`src/rtl/ucq_pkg.sv`:
```
// ----------------------------------------------------------------------------
// ucq_pkg
// Shared constants and types for the unit-clause queue.
//   UCQ_SIZE  : default number of queue entries (power of two, >= 2)
//   UC_LENGTH : default literal index space
//   LIT_W     : literal width, index bits plus one polarity bit
//   PTR_W     : pointer width, entry index plus one wrap bit
//   lit_t     : literal at the default width
//   ucq_ptr_t : head/tail pointer at the default size
// ----------------------------------------------------------------------------
package ucq_pkg;

    localparam int UCQ_SIZE  = 4;
    localparam int UC_LENGTH = 1024;
    localparam int LIT_W     = $clog2(UC_LENGTH) + 1;
    localparam int PTR_W     = $clog2(UCQ_SIZE) + 1;

    typedef logic [LIT_W-1:0] lit_t;
    typedef logic [PTR_W-1:0] ucq_ptr_t;

endpackage : ucq_pkg

```
`src/rtl/unit_clause_queue.sv`:
```
// ----------------------------------------------------------------------------
// unit_clause_queue
// Circular first-word-fall-through FIFO buffering unit-clause literals from
// the unit-clause arbiter to one propagation engine.
//
// Ports:
//   clk      in   rising-edge clock
//   rst      in   asynchronous reset, active low
//   push     in   enqueue request (dropped when full)
//   pop      in   dequeue request (ignored when empty)
//   uca2ucq  in   literal to enqueue
//   empty    out  queue holds no entries
//   full     out  queue holds QUEUE_SIZE entries
//   ucq2eng  out  head literal, 0 while empty
//
// Build option UCQ_DEBUG_EN: when defined, adds the ports entry_r, entry_w,
// head_r, head_w, tail_r, tail_w exposing current and next internal state.
// Behaviour is identical with or without it.
// ----------------------------------------------------------------------------
module unit_clause_queue #(
    parameter  int QUEUE_SIZE = ucq_pkg::UCQ_SIZE,
    parameter  int UC_LENGTH  = ucq_pkg::UC_LENGTH,
    localparam int LIT_W      = $clog2(UC_LENGTH) + 1,
    localparam int PTR_W      = $clog2(QUEUE_SIZE) + 1
) (
    input  logic                              clk,
    input  logic                              rst,
    input  logic                              push,
    input  logic                              pop,
    input  logic [LIT_W-1:0]                  uca2ucq,
    output logic                              empty,
    output logic                              full,
    output logic [LIT_W-1:0]                  ucq2eng
`ifdef UCQ_DEBUG_EN
    ,
    output logic [QUEUE_SIZE-1:0][LIT_W-1:0]  entry_r,
    output logic [QUEUE_SIZE-1:0][LIT_W-1:0]  entry_w,
    output logic [PTR_W-1:0]                  head_r,
    output logic [PTR_W-1:0]                  head_w,
    output logic [PTR_W-1:0]                  tail_r,
    output logic [PTR_W-1:0]                  tail_w
`endif
);

    import ucq_pkg::*;

    localparam int IDX_W = PTR_W - 1;

    logic [QUEUE_SIZE-1:0][LIT_W-1:0] entry_q, entry_d;
    logic [PTR_W-1:0]                 head_q, head_d;
    logic [PTR_W-1:0]                 tail_q, tail_d;
    logic [QUEUE_SIZE-1:0]            wr_en;

    logic [IDX_W-1:0] head_idx;
    logic [IDX_W-1:0] tail_idx;
    logic             empty_int;
    logic             full_int;
    logic             push_ok;
    logic             pop_ok;

    assign head_idx = head_q[IDX_W-1:0];
    assign tail_idx = tail_q[IDX_W-1:0];

    // Pointers carry one extra wrap bit so that equal indices can be told
    // apart as "nothing stored" versus "every slot stored".
    assign empty_int = (head_q == tail_q);
    assign full_int  = (head_idx == tail_idx) && (head_q[PTR_W-1] != tail_q[PTR_W-1]);

    // Acceptance uses only the registered flags, so a push and a pop in the
    // same cycle are judged independently against the pre-edge occupancy.
    assign push_ok = push & ~full_int;
    assign pop_ok  = pop  & ~empty_int;

    genvar gi;
    generate
        for (gi = 0; gi < QUEUE_SIZE; gi++) begin : g_wr_en
            assign wr_en[gi] = push_ok && (tail_idx == IDX_W'(gi));
        end
    endgenerate

    always_comb begin
        entry_d = entry_q;
        for (int i = 0; i < QUEUE_SIZE; i++) begin
            if (wr_en[i]) begin
                entry_d[i] = uca2ucq;
            end
        end
        // Dequeued slots are left as-is; they are overwritten on reuse.
        head_d = head_q + PTR_W'(pop_ok);
        tail_d = tail_q + PTR_W'(push_ok);
    end

    always_ff @(posedge clk or negedge rst) begin
        if (!rst) begin
            entry_q <= '0;
            head_q  <= '0;
            tail_q  <= '0;
        end else begin
            entry_q <= entry_d;
            head_q  <= head_d;
            tail_q  <= tail_d;
        end
    end

    // Outputs depend on registered state only.
    assign empty   = empty_int;
    assign full    = full_int;
    assign ucq2eng = empty_int ? '0 : entry_q[head_idx];

`ifdef UCQ_DEBUG_EN
    assign entry_r = entry_q;
    assign entry_w = entry_d;
    assign head_r  = head_q;
    assign head_w  = head_d;
    assign tail_r  = tail_q;
    assign tail_w  = tail_d;
`endif

endmodule : unit_clause_queue

```
`config.mk`:
```
export PLATFORM = sky130hd
export DESIGN_NAME = unit_clause_queue
export DESIGN_NICKNAME = d
export VERILOG_FILES = /design/src/rtl/ucq_pkg.sv /design/src/rtl/unit_clause_queue.sv
export SDC_FILE = /design/constraint.sdc
export NUM_CORES = 1
export LEC_CHECK = 0
export ABC_AREA = 1
export CORE_ASPECT_RATIO = 1.5
export CORE_MARGIN = 2
export CORE_UTILIZATION = 30
export CTS_BUF_LIST = sky130_fd_sc_hd__clkbuf_4 sky130_fd_sc_hd__clkbuf_8
export DETAILED_ROUTE_END_ITERATION = 6
export PLACE_DENSITY = 0.57
export SETUP_SLACK_MARGIN = 0.2
export SYNTH_ARGS = -nofsm -noshare
export SYNTH_HDL_FRONTEND = slang
export SYNTH_SLANG_ARGS = --single-unit
```
`constraint.sdc`:
```
create_clock -name clk -period 2.6 [get_ports clk]
set_clock_uncertainty 0.2 [all_clocks]
set_input_delay 0.39 -clock clk [delete_from_list [all_inputs] [get_ports clk]]
set_output_delay 0.39 -clock clk [all_outputs]
set_load 0.02 [all_outputs]
```
Layout detail:
Region (25, 67) to (55, 97) um. Cells in grey, sequential cells in the stronger grey; small squares are vias.
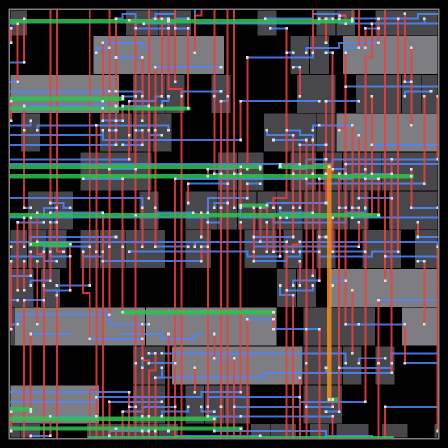
colour	layer
blue	met1
orange	met4
green	met3
red	met2
sequential cells in the window	9
most frequent	nand2_1 (21), nor2_1 (8), dfrtp_1 (8)
netlist names of flops here include	`entry_q` (7)
cells with their middle in the window	74

Signal wires by layer:
Drawn at 3 px/um. Two of the layers only.
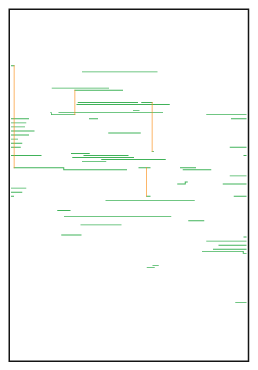
colour	layer	wire length
orange	met4	68.0 um
green	met3	551 um

==> flow.log <==
[flow] final metrics
INFO  metric post_cts.resized_instances = 12
INFO  metric synth.cell_area = 2546 um2
INFO  metric cts.sinks = 50
INFO  metric setup_ws = 0.3844 ns
INFO  metric die_y = 116.8 um
INFO  metric clock_buffer_count = 5
INFO  metric non_clock_buffering_overhead_in_the_final_layout = 11.73%
INFO  metric final_util = 36.33%
INFO  metric grt_pass1_wl = 11650 um
INFO  metric floorplan.rows = 41
INFO  metric dp_cells = 449
INFO  metric use_met2 = 28.31%
INFO  metric largest_register = entry_q
INFO  metric cpMaxStageDelayCell = dfrtp_1
INFO  metric worst_setup_path_end_kind = output port
INFO  metric globalRouteMet3Util = 3.604%
INFO  metric num-nonclk-inverters = 24
INFO  metric outcome = complete, but fails checks
INFO  metric critical_path_maximum_fanout = 8
INFO  metric grt-ovfl-total = 0
INFO  metric num-nets-final = 370
INFO  metric layout.area.comb = 1070 um2
INFO  metric comb_power_share = 52.7%
INFO  metric xor_area_share = 0.6880%
INFO  metric drt-pass1-iter-count = 4
INFO  metric power_frac_clock = 13.3%
INFO  metric number_of_flip_flops_in_the_largest_register = 44
INFO  metric comb_area_share = 35.43%
INFO  metric cpPeakStageDelay = 0.42 ns
INFO  metric crit-reg2reg-launch = head_q[1]
INFO  metric cts.clk_slew.worst_paths = 0.09 ns
INFO  metric p_total = 4.170 mW
INFO  metric fillers = 890
INFO  metric postSynthAreaPerCell = 7.883 um2
INFO  metric detail-route-antenna-nets = 0
INFO  metric tool_warnings = 27
INFO  metric critical_path_depth = 8
INFO  metric stdcell_count = 459
INFO  metric post-synth-top-area-fraction = 49.14%
INFO  metric syn-instance-count = 323
INFO  metric startpoint_type = flop
INFO  metric crit_top_cell = nand2_1
INFO  metric kind_of_critical_path = reg -> out
INFO  metric mostFrequentLayoutCells = nand2_1 (110), dfrtp_1 (49), nand4_1 (44)
INFO  metric reg2reg_setup_slack = 0.39 ns
INFO  metric final-hold-violation-count = 14
INFO  metric holdCritPathClass = in -> async
INFO  metric worst_setup_path_endpoint = ucq2eng[9]
INFO  metric failed_checks = hold timing
INFO  metric power_combinational = 2.20 mW
INFO  metric area_growth_syn_to_layout = 18.58%
INFO  metric coreArea = 8310 um2
INFO  metric internal_power_component = 2.204 mW
INFO  metric ff2ff_path_depth = 9
INFO  metric tightestPinTransition = 0.6640 ns
INFO  metric route.met3.wl = 550 um
INFO  metric buffers_excl_clock = 45
INFO  metric dp_slack = 0.2375 ns
INFO  metric inserted_tap_cell_count = 107
INFO  metric totalNegativeSetupSlack = 0 ns
INFO  metric final_design_area_no_fill = 3019 um2
INFO  metric clockNetworkAreaShare = 3.730%
INFO  metric num_io_pins = 28
INFO  metric gp_routability_congestion = 0.8990
INFO  metric synth-simple-area-share = 32.33%
INFO  metric n_antenna_cell = 0
INFO  metric clock_tree.root_cell = clkbuf_8
INFO  metric netSwitchingPower = 1.966 mW
INFO  metric hold-worst-slack = -0.01633 ns
INFO  metric synth_async_sr_flop_share = 100.0%
Signal wires on met1:
Drawn at 3 px/um. Supply wires on this layer in grey.
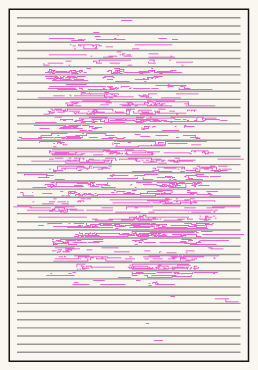
share of all routed wire	41%
wire length on this layer	2990 um
longest straight run	25.3 um
main direction	horizontal
met1 Use GR: 19.85%
total vias in the final route: 2289

Power figures rest on the tool's default switching activity, not on a simulated workload.
